Where the registers sit:
Drawn at 2 px/um. Other sequential cells in the stronger gray, the rest of the logic in the fainter gray.
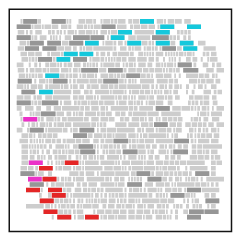
Placed standard cells:
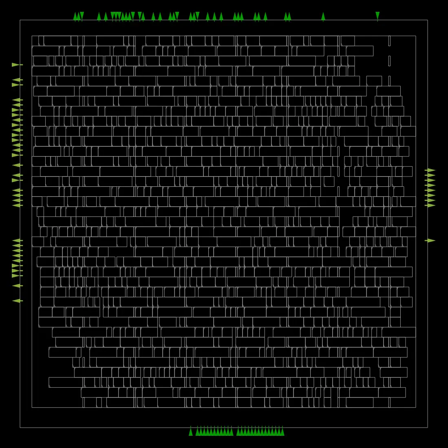
<file path="src/rtl/mem_loader.sv">
// Copies input and kernel words from a source memory into an internal memory
// through paired address/data valid-ready channels, one word at a time.
module mem_loader #(
    parameter int IO_DATA_WIDTH    = 16,
    parameter int SRC_ADDR_WIDTH   = 16,
    parameter int MAX_INPUT_WORDS  = 32768,
    parameter int MAX_KERNEL_WORDS = 512
) (
    input  logic                      clk,
    input  logic                      rst_in,
    input  logic                      start,
    input  logic [15:0]               n_input_words,
    input  logic [9:0]                n_kernel_words,
    output logic                      src_read_en,
    output logic [SRC_ADDR_WIDTH-1:0] src_read_addr,
    input  logic [IO_DATA_WIDTH-1:0]  src_qout,
    output logic [IO_DATA_WIDTH-1:0]  a_input,
    output logic                      a_valid,
    input  logic                      a_ready,
    output logic [IO_DATA_WIDTH-1:0]  b_input,
    output logic                      b_valid,
    input  logic                      b_ready,
    output logic                      int_mem_we,
    output logic                      data_ready,
    output logic                      busy,
    output logic                      done
);

    // Counters hold MAX+1 so the "next index" compare never wraps.
    localparam int CW_IN = $clog2(MAX_INPUT_WORDS + 1);
    localparam int CW_K  = $clog2(MAX_KERNEL_WORDS + 1);
    localparam int CW    = (CW_IN > CW_K) ? CW_IN : CW_K;

    localparam logic [2:0] S_IDLE   = 3'd0;
    localparam logic [2:0] S_FETCH  = 3'd1;
    localparam logic [2:0] S_WAIT   = 3'd2;
    localparam logic [2:0] S_SEND   = 3'd3;
    localparam logic [2:0] S_FINISH = 3'd4;

    logic [2:0]                state;
    logic [CW_IN-1:0]          n_in_q;
    logic [CW_K-1:0]           n_k_q;
    logic [CW-1:0]             idx;
    logic                      kern;

    logic [CW_IN-1:0]          n_in_cl;
    logic [CW_K-1:0]           n_k_cl;
    logic [CW-1:0]             idx_inc;
    logic                      last_word;
    logic                      xfer;
    logic [IO_DATA_WIDTH-1:0]  a_next;
    logic [SRC_ADDR_WIDTH-1:0] src_addr_next;

    always_comb begin
        n_in_cl = (32'(n_input_words) > MAX_INPUT_WORDS) ? CW_IN'(MAX_INPUT_WORDS)
                                                         : CW_IN'(n_input_words);
        n_k_cl  = (32'(n_kernel_words) > MAX_KERNEL_WORDS) ? CW_K'(MAX_KERNEL_WORDS)
                                                           : CW_K'(n_kernel_words);
    end

    assign idx_inc   = idx + CW'(1);
    assign last_word = kern ? (idx_inc >= CW'(n_k_q)) : (idx_inc >= CW'(n_in_q));

    // Kernel words sit right after the latched input words in source memory.
    assign src_addr_next = kern ? SRC_ADDR_WIDTH'(n_in_q) + SRC_ADDR_WIDTH'(idx)
                                : SRC_ADDR_WIDTH'(idx);

    always_comb begin
        a_next = '0;
        if (kern) begin
            a_next[15]  = 1'b1;
            a_next[8:0] = 9'(idx);
        end else begin
            a_next[14:0] = 15'(idx);
        end
    end

    assign src_read_en   = (state == S_FETCH);
    assign src_read_addr = src_read_en ? src_addr_next : '0;
    assign a_valid       = (state == S_SEND);
    assign b_valid       = (state == S_SEND);
    assign xfer          = a_valid & a_ready & b_valid & b_ready;
    assign int_mem_we    = xfer;
    assign busy          = (state == S_FETCH) || (state == S_WAIT) || (state == S_SEND);

    always_ff @(posedge clk) begin
        if (rst_in) begin
            state      <= S_IDLE;
            n_in_q     <= '0;
            n_k_q      <= '0;
            idx        <= '0;
            kern       <= 1'b0;
            a_input    <= '0;
            b_input    <= '0;
            data_ready <= 1'b0;
            done       <= 1'b0;
        end else begin
            done <= 1'b0;
            case (state)
                S_IDLE: begin
                    if (start) begin
                        n_in_q     <= n_in_cl;
                        n_k_q      <= n_k_cl;
                        idx        <= '0;
                        kern       <= (n_in_cl == '0);
                        data_ready <= 1'b0;
                        state      <= ((n_in_cl == '0) && (n_k_cl == '0)) ? S_FINISH : S_FETCH;
                    end
                end
                S_FETCH: state <= S_WAIT;
                S_WAIT: begin
                    b_input <= src_qout;
                    a_input <= a_next;
                    state   <= S_SEND;
                end
                S_SEND: begin
                    if (xfer) begin
                        if (!last_word) begin
                            idx   <= idx_inc;
                            state <= S_FETCH;
                        end else if (!kern && (n_k_q != '0)) begin
                            kern  <= 1'b1;
                            idx   <= '0;
                            state <= S_FETCH;
                        end else begin
                            state <= S_FINISH;
                        end
                    end
                end
                S_FINISH: begin
                    done       <= 1'b1;
                    data_ready <= 1'b1;
                    state      <= S_IDLE;
                end
                default: state <= S_IDLE;
            endcase
        end
    end

endmodule

</file>
<file path="config.mk">
export PLATFORM = sky130hd
export DESIGN_NAME = mem_loader
export DESIGN_NICKNAME = d
export VERILOG_FILES = /design/src/rtl/mem_loader.sv
export SDC_FILE = /design/constraint.sdc
export NUM_CORES = 1
export LEC_CHECK = 0
export ABC_AREA = 1
export CORE_MARGIN = 3
export CORE_UTILIZATION = 48
export DETAILED_ROUTE_END_ITERATION = 16
export HOLD_SLACK_MARGIN = 0.12
export PLACE_DENSITY = 0.78
export SLEW_MARGIN = 20
export SYNTH_ARGS = -nofsm -noshare
export SYNTH_HDL_FRONTEND = slang
export SYNTH_SLANG_ARGS = --single-unit
</file>
<file path="constraint.sdc">
create_clock -name clk -period 2.4 [get_ports clk]
set_input_delay 0.48 -clock clk [delete_from_list [all_inputs] [get_ports clk]]
set_output_delay 0.48 -clock clk [all_outputs]
set_load 0.02 [all_outputs]
</file>
==> notes.md <==
## Cells and area
- 0 — Diodes inserted
- 8720 um2 — post-route cell area
- 569 — number of multi-input combinational cells
- 37.8% — share of cells above drive strength 1
- 80 — Seq cells
- 241 — non-clock buffer total of the final layout
- 66.8% — Synth-to-Final Area Change

## Die
- 12200 um2 — chip area
- 110 um — horizontal extent of the die

## Worst setup path
- 6 — worst path buffer plus inverter count
- idx[1] — r2r startpoint
- register — launching element type of the critical path
- 25 — Worst Reg2Reg Path Length in Cells
- dfxtp_2 — CP max stage cell
- 8 — maximum fanout count along the critical path
- simple AND/OR/NAND/NOR gates — CP delay by family, top

## Final timing
- 3.31 ns — Min Clock Period, post-route
- 0 — max-slew violation count
- 0 — final-report hold violation count
- -21.77 ns — setup total negative slack
- 31 — final setup violating endpoints
- -0.908 ns — slack of the critical path

## Synth
- 45 — tally of unique sky130hd cells used after synthesis
- 9.95% — Adder Area Share
- 80 — flip-flop and latch count after synthesis
- 777 — count of instantiated cells in the yosys netlist

## Min path
- 2 — worst hold stages
- reg2reg — path class of the lowest-slack min-delay path

## Run status
- finished, violations left — result of the run
- setup timing — violations in the final reports

## Job
- 0 — # Max-Cap Violations

## Global route
- 31.8 mm — wire length of the first global-routing pass
- 45 — maximum number of pins on one net before global-route repair
- 33.9% — global-route usage over all layers

## Power
- 4.70 mW — Int Pwr

## Placed design
- 13.7 mm — half-perimeter wire length of the detailed placement result

## Drt
- 25.1 mm — total detailed-routing wirelength

## Clock tree
- 11 — Post-CTS Repair Setup Buffers
- 2 — Max clock buf depth

-- 'where the registers sit' (at the start) --
netlist name	color	flops
n_k_q	red	10
state	magenta	3
a_input	cyan	16
sequential fraction of total cell area: 18.7%
total sequential power: 2.03 mW
Reg area: 1630 um2
Final Core Density: 83.4%

-- 'placed standard cells' (at the start) --
Rows: 37
number of tap cells added at floorplan: 136

synth_stat cells, drive strengths merged:
library cell / instances / area, um2
a2111oi: 1 / 8.76
inv: 104 / 390
clkinv: 1 / 3.75
fa: 1 / 20.0
o21ai: 64 / 320
o211ai: 2 / 15.0
nor3: 7 / 51.3
a211o: 1 / 8.76
a31oi: 1 / 6.26
a211oi: 14 / 105
a21oi: 88 / 444
or2: 4 / 25.0
buf: 7 / 70.1
o221ai: 1 / 8.76
nand4: 8 / 50.1
a31o: 2 / 17.5
and2: 1 / 6.26
a21o: 3 / 22.5
nor2: 128 / 526
nand2: 144 / 568
dfxtp: 80 / 1600
xnor2: 2 / 17.5
ha: 40 / 500
nand3: 32 / 190
clkbuf: 22 / 82.6
a22oi: 1 / 7.51
xor2: 10 / 95.1
nor4: 4 / 25.0
nand3b: 4 / 42.5
cells by family (layout without fill, tap and decap cells):
family,Yosys count,in the layout
buffers and inverters,134,362
flip-flops,80,80
adder cells (fa/ha/maj),41,41
AND/OR/NAND/NOR,332,338
XOR/XNOR,12,12
AND-OR/OR-AND,178,178
placed cells by master (no fill, tap or decap), types with 10 or more instances in the layout:
| cell | Yosys | layout |
|---|---|---|
| a211oi_1 | 14 | 13 |
| o21ai_1 | 2 | 12 |
| buf_4 | 1 | 127 |
| dfxtp_1 | 80 | 62 |
| a21oi_1 | 87 | 67 |
| nand2_1 | 135 | 103 |
| nand2_2 | 8 | 27 |
| nor2_2 | 12 | 19 |
| nor2_1 | 114 | 85 |
| o21ai_0 | 62 | 40 |
| dfxtp_2 | 0 | 14 |
| inv_1 | 100 | 90 |
| buf_6 | 3 | 23 |
| o21ai_2 | 0 | 10 |
| ha_4 | 0 | 19 |
| inv_2 | 4 | 12 |
| nand3_1 | 26 | 18 |
| nand2_4 | 1 | 12 |
| ha_1 | 40 | 21 |
| nand3_2 | 6 | 10 |
| a21oi_2 | 1 | 15 |
| nor2_4 | 2 | 24 |
| clkdlybuf4s50_1 | 0 | 81 |
path summary, 6_finish.rpt:
check,end,slack (ns)
max,idx[13],-0.91
min,n_k_q[2],0.48
max reg2reg,idx[13],-0.91
min reg2reg,n_k_q[2],0.48
per-layer routing:
layer  vias to the layer above  GRT usage, %  share of wire, %
li1                       2994             -                 -
met1                      3200          40.1                35
met2                       610          57.0                45
met3                       217          7.40                11
met4                         0          18.6               8.7
met5                         -             0                 0
stage by stage:
step	worst slack (ns)	hold slack (ns)	utilization [%]
CTS	-0.642	0.475	77.4
global placement	-0.700	0.455	68.7
global route	-1.01	0.507	83.4
floorplan	-0.175	0.445	-
detailed placement	-0.719	0.454	68.7
finish	-0.908	0.475	83.4
flip-flops by register name, indices dropped and copies added, names as in the netlist:
| name | cells |
|---|---|
| n_in_q | 16 |
| n_k_q | 10 |
| kern | 1 |
| done | 1 |
| state | 3 |
| idx | 16 |
| b_input | 16 |
| a_input | 16 |
| data_ready | 1 |
power groups by stage:
stage               clock [mW]  sequential [mW]  combinational, mW
floorplan                    0             2.17               2.23
global placement             0             1.96               4.14
detailed placement           0             1.98               4.28
CTS                      0.958             2.00               5.05
global route              1.02             2.07               6.59
finish                   0.962             2.03               6.30
Power is estimated from default activity; no workload was simulated.
